[config.mk]
export PLATFORM = sky130hd
export DESIGN_NAME = regfile_sequencer
export DESIGN_NICKNAME = d
export VERILOG_FILES = /design/src/rtl/seq_pkg.sv /design/src/rtl/alu8.sv /design/src/rtl/regfile_sequencer.sv
export SDC_FILE = /design/constraint.sdc
export NUM_CORES = 1
export LEC_CHECK = 0
export CAP_MARGIN = 40
export CELL_PAD_IN_SITES_DETAIL_PLACEMENT = 1
export CELL_PAD_IN_SITES_GLOBAL_PLACEMENT = 2
export CORE_ASPECT_RATIO = 1.1
export CORE_UTILIZATION = 33
export DETAILED_ROUTE_END_ITERATION = 10
export PLACE_DENSITY = 0.84
export SLEW_MARGIN = 20
export SYNTH_ARGS = -nofsm -noshare
export SYNTH_HDL_FRONTEND = slang
export SYNTH_SLANG_ARGS = --single-unit
export TNS_END_PERCENT = 5
[constraint.sdc]
create_clock -name clock -period 6.1 [get_ports clock]
set_clock_uncertainty 0.1 [all_clocks]
set_input_delay 1.22 -clock clock [delete_from_list [all_inputs] [get_ports clock]]
set_output_delay 1.22 -clock clock [all_outputs]
set_load 0.02 [all_outputs]
[src/rtl/seq_pkg.sv]
// Shared definitions for the register-file sequencer: opcodes, FSM states and
// instruction field positions.
package seq_pkg;

  localparam logic [2:0] OP_NOP = 3'b000;
  localparam logic [2:0] OP_MOV = 3'b001;
  localparam logic [2:0] OP_ADD = 3'b010;
  localparam logic [2:0] OP_SUB = 3'b011;
  localparam logic [2:0] OP_AND = 3'b100;
  localparam logic [2:0] OP_OR  = 3'b101;
  localparam logic [2:0] OP_LDI = 3'b110;
  localparam logic [2:0] OP_RSV = 3'b111;

  localparam int unsigned OP_HI  = 7;
  localparam int unsigned OP_LO  = 5;
  localparam int unsigned RD_POS = 4;
  localparam int unsigned RS_POS = 3;

  typedef enum logic [1:0] {
    StIdle  = 2'd0,
    StRead  = 2'd1,
    StExec  = 2'd2,
    StWrite = 2'd3
  } seqState_e;

  // Opcodes that produce a register-file write; NOP and reserved do not.
  function automatic logic opWrites(input logic [2:0] op);
    logic w;
    unique case (op)
      OP_MOV, OP_ADD, OP_SUB, OP_AND, OP_OR, OP_LDI: w = 1'b1;
      default:                                       w = 1'b0;
    endcase
    return w;
  endfunction

endpackage

[src/rtl/alu8.sv]
// Combinational ALU for the sequencer: a is the rd operand, b the rs operand.
// LDI is not handled here; the top substitutes the immediate.
module alu8
  import seq_pkg::*;
#(
  parameter int unsigned DATA_W = 8
) (
  input  logic [DATA_W-1:0] a,
  input  logic [DATA_W-1:0] b,
  input  logic [2:0]        op,
  output logic [DATA_W-1:0] result,
  output logic              z,
  output logic              c,
  output logic              flagUpdate
);

  logic [DATA_W:0] wide;

  always_comb begin
    wide       = '0;
    result     = '0;
    c          = 1'b0;
    flagUpdate = 1'b0;
    unique case (op)
      OP_MOV: result = b;
      OP_ADD: begin
        wide       = {1'b0, a} + {1'b0, b};
        result     = wide[DATA_W-1:0];
        c          = wide[DATA_W];
        flagUpdate = 1'b1;
      end
      // The extra top bit of the widened difference is the unsigned borrow.
      OP_SUB: begin
        wide       = {1'b0, a} - {1'b0, b};
        result     = wide[DATA_W-1:0];
        c          = wide[DATA_W];
        flagUpdate = 1'b1;
      end
      OP_AND: begin
        result     = a & b;
        flagUpdate = 1'b1;
      end
      OP_OR: begin
        result     = a | b;
        flagUpdate = 1'b1;
      end
      default: ;
    endcase
    z = (result == '0);
  end

endmodule

[src/rtl/regfile_sequencer.sv]
// Multi-cycle sequencer driving a two-entry register file: IDLE -> READ -> EXEC -> WRITE,
// one instruction per four cycles.
module regfile_sequencer
  import seq_pkg::*;
#(
  parameter int unsigned DATA_W = 8,
  parameter int unsigned IMM_W  = 4
) (
  input  logic              clock,
  input  logic              reset,
  input  logic              instr_valid,
  output logic              instr_ready,
  input  logic [7:0]        instr,
  output logic              rf_read_a,
  output logic              rf_read_b,
  input  logic [DATA_W-1:0] rf_out_a,
  input  logic [DATA_W-1:0] rf_out_b,
  output logic              rf_we,
  output logic              rf_wr_reg,
  output logic [DATA_W-1:0] rf_in_data,
  output logic              done,
  output logic              flag_z,
  output logic              flag_c
);

  seqState_e         stateQ, stateD;
  logic [7:0]        instrQ;
  logic              readAQ, readBQ;
  logic              weQ, wrRegQ, doneQ, flagZQ, flagCQ;
  logic [DATA_W-1:0] inDataQ;

  logic [2:0]        opQ;
  logic [DATA_W-1:0] aluResult, wrData;
  logic              aluZ, aluC, aluFlagUpdate;

  assign opQ = instrQ[OP_HI:OP_LO];

  alu8 #(
    .DATA_W(DATA_W)
  ) u_alu (
    .a         (rf_out_a),
    .b         (rf_out_b),
    .op        (opQ),
    .result    (aluResult),
    .z         (aluZ),
    .c         (aluC),
    .flagUpdate(aluFlagUpdate)
  );

  assign wrData = (opQ == OP_LDI) ? {{(DATA_W-IMM_W){1'b0}}, instrQ[IMM_W-1:0]} : aluResult;

  always_comb begin
    stateD = stateQ;
    unique case (stateQ)
      StIdle:  if (instr_valid) stateD = StRead;
      StRead:  stateD = StExec;
      StExec:  stateD = StWrite;
      StWrite: stateD = StIdle;
      default: stateD = StIdle;
    endcase
  end

  always_ff @(posedge clock) begin
    if (reset) begin
      stateQ  <= StIdle;
      instrQ  <= '0;
      readAQ  <= 1'b0;
      readBQ  <= 1'b0;
      weQ     <= 1'b0;
      wrRegQ  <= 1'b0;
      inDataQ <= '0;
      doneQ   <= 1'b0;
      flagZQ  <= 1'b0;
      flagCQ  <= 1'b0;
    end else begin
      stateQ <= stateD;
      weQ    <= 1'b0;
      doneQ  <= 1'b0;
      // Selects are set on the accept edge so they are stable for all of READ.
      if (stateQ == StIdle && instr_valid) begin
        instrQ <= instr;
        readAQ <= instr[RD_POS];
        readBQ <= instr[RS_POS];
      end
      // Operands are sampled at the end of EXEC; write fields then hold through WRITE.
      if (stateQ == StExec) begin
        weQ     <= opWrites(opQ);
        wrRegQ  <= instrQ[RD_POS];
        inDataQ <= wrData;
        doneQ   <= 1'b1;
        if (aluFlagUpdate) begin
          flagZQ <= aluZ;
          flagCQ <= aluC;
        end
      end
    end
  end

  assign instr_ready = (stateQ == StIdle) && !reset;
  assign rf_read_a   = readAQ;
  assign rf_read_b   = readBQ;
  assign rf_we       = weQ;
  assign rf_wr_reg   = wrRegQ;
  assign rf_in_data  = inDataQ;
  assign done        = doneQ;
  assign flag_z      = flagZQ;
  assign flag_c      = flagCQ;

endmodule

==> results_slide.txt <==
Synthesis and Place & Route Summary

Clock tree
  – CTS tree: built
  – Root Driver: clkbuf_8
  – Clock Latency Late Sink: 0.26 ns
  – Clk sink count: 23

Timing
  – Relative slew slack: 0.551
  – Max Clk Rate: roughly 250 MHz
  – RSZ-0062 raised after global routing: false
  – Final period util: 0.656
  – Final setup vio count: 0

Synthesis
  – Number of cells in Yosys stat: 296
  – Flip-flops with a built-in enable: 0
  – Flops out of synthesis: 23
  – Syn Inst Count: 296
  – Yosys Warn Count: 0
  – Top cells by count: 30 x nor2_1, 29 x a21oi_1, 29 x ha_1
  – Post-Syn Area: 2280 um^2

Routing
  – Total Wirelength: 6510 um
  – Initial DRC Count: 101
  – Via density: 5.36

Setup path
  – Worst EP required: approximately 6.2 ns
  – Most used cell, CP: nor4_1
  – Crit path buffers/inverters: 2

Floorplanning
  – Core Area: 6630 um^2
  – Die Y-Extent: approximately 89 um
  – Die ar.: about 7300 um^2

Layout
  – Antenna diodes: 0
  – Share of cells above drive strength 1: 0.0859
  – Comb. cell area: around 1600 um^2

Global route
  – First-pass GRT wire length: 10700 um

Hold path
  – Worst Hold Class: reg2reg

Placed design
  – Port Buffer Count: between 40 and 50

Run
  – Tool warnings: 45

Status
  – Outcome: completed
[power breakdown]
group	total (uW)	internal (uW)	switching (uW)	leakage [uW]
sequential	200	176	24.4	0.000187
combinational	334	143	192	0.000899
clock	97.2	45.6	51.6	0.0000255
[routing by layer]
| metal | wire length [um] | track usage |
|---|---|---|
| met1 | 3070 | 0.243 |
| met2 | 3220 | 0.338 |
| met3 | 137 | 0.0122 |
| met4 | 83 | 0.0519 |
| met5 | 0 | 0 |
[cells in the final DEF, fill, tap and decap left out, types with 3 or more instances in the layout]
master / instances
a21oi_1: 29
nand3_1: 10
o22ai_1: 3
dfxtp_1: 23
nor2b_1: 7
a2111oi_0: 3
ha_1: 29
a22oi_1: 8
inv_1: 28
nand3b_1: 3
nor3_1: 3
mux2i_1: 4
or4_1: 3
nor2_1: 30
nor4_1: 3
clkbuf_8: 3
nand2_1: 24
o21ai_0: 6
a211oi_1: 5
nand2b_1: 5
clkdlybuf4s50_1: 42
[area by class of cell]
type	count	area share
Inverter	30	0.0410
Tap cell	82	0.0373
Timing Repair Buffer	45	0.162
Clock buffer	3	0.0150
Clock inverter	1	0.00182
Sequential cell	23	0.168
Multi-Input combinational cell	224	0.575
[logic make-up after synthesis]
group / count (synthesis) / synth area share
AND-OR/OR-AND: 85 / 0.261
XOR/XNOR: 2 / 0.00767
adder cells (fa/ha/maj): 31 / 0.176
buffers and inverters: 49 / 0.106
flip-flops: 23 / 0.202
multiplexers: 6 / 0.0274
AND/OR/NAND/NOR: 100 / 0.219
[worst paths after layout]
check | startpoint | cells past startpoint | end | slack [ns]
worst max-delay path | rf_out_a[1] | 10 | flag_z | 2.10
worst min-delay path | instrQ[0] | 2 | instrQ[0] | 0.37
worst max register to register | instrQ[7] | 9 | flag_z | 3.24
worst min register to register | instrQ[0] | 2 | instrQ[0] | 0.37
[per-stage QoR]
stage          total power (uW)  setup WS (ns)  instance area (um^2)
4_1_cts                     636           2.08                  2740
2_1_floorplan               436           2.59                  2280
3_5_place_dp                537           1.80                  2690
3_3_place_gp                533           1.90                  2690
6_report                    632           2.10                  2750
5_1_grt                     681           1.91                  2750
[worst register-to-register path, cell delays in order (launching register included)]
cell     delay (ns)
dfxtp_1        0.58
buf_6          0.23
inv_2          0.08
ha_1           0.39
nor3_1         0.08
a21oi_1        0.14
o21ai_0        0.10
a22o_2         0.27
or4_1          0.50
o41ai_2        0.30
### Gate families picked out

(6 px per um)
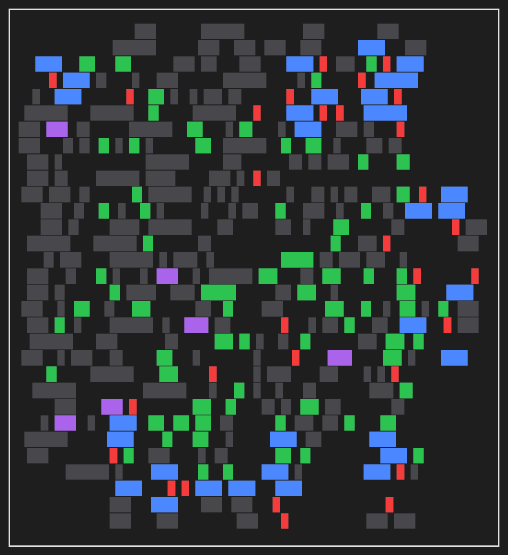
legend:
  purple:
    family: multiplexers
    cells: 6
    most_used: mux2i_1
  red:
    family: inverters
    cells: 30
    most_used: inv_1
  green:
    family: inverting AOI/OAI gates
    cells: 71
    most_used: a21oi_1
  blue:
    family: adder and majority cells
    cells: 31
    most_used: ha_1
    where: widely spread
combinational fraction of the cell area: 0.575
Finished Layout Cells: 408
Commonest Layout Cell: clkdlybuf4s50_1

### Track usage over the die

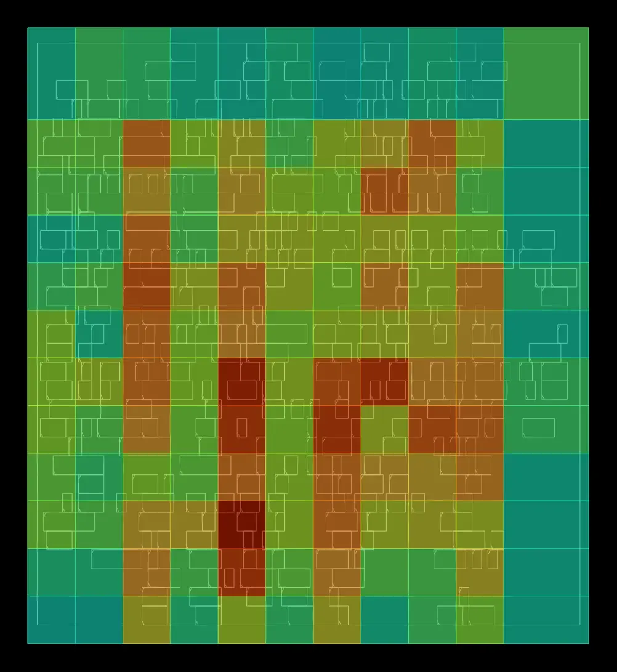
met1 GRT Util: 0.243
Layout Utilization: 0.414

### The metal 2 layer

(3 px per um) Cells faint in the background.
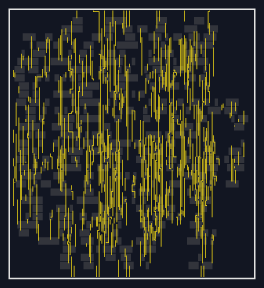
wire length on this layer: 3220 um
main direction: vertical
nets with wire on the layer: 313
share of all routed wire: 49%
longest straight run: 43.0 um

### Sequential cells coloured by netlist name

(6 px per um) Other sequential cells in the stronger grey, the rest of the logic in the fainter grey.
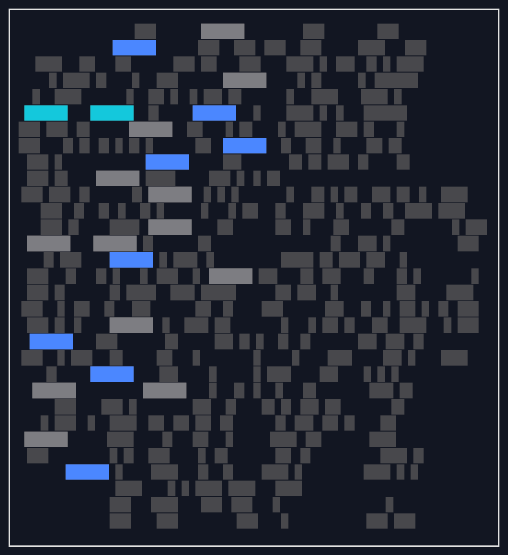
legend:
  blue:
    signal: `rf_in_data`
    sequential_cells: 8
  cyan:
    signal: `stateQ`
    sequential_cells: 2
not coloured: 13
seq pwr: 200 uW
FF+latch area: 460 um^2
Seq/total area: 0.168

Power and IR drop assume default switching activity.
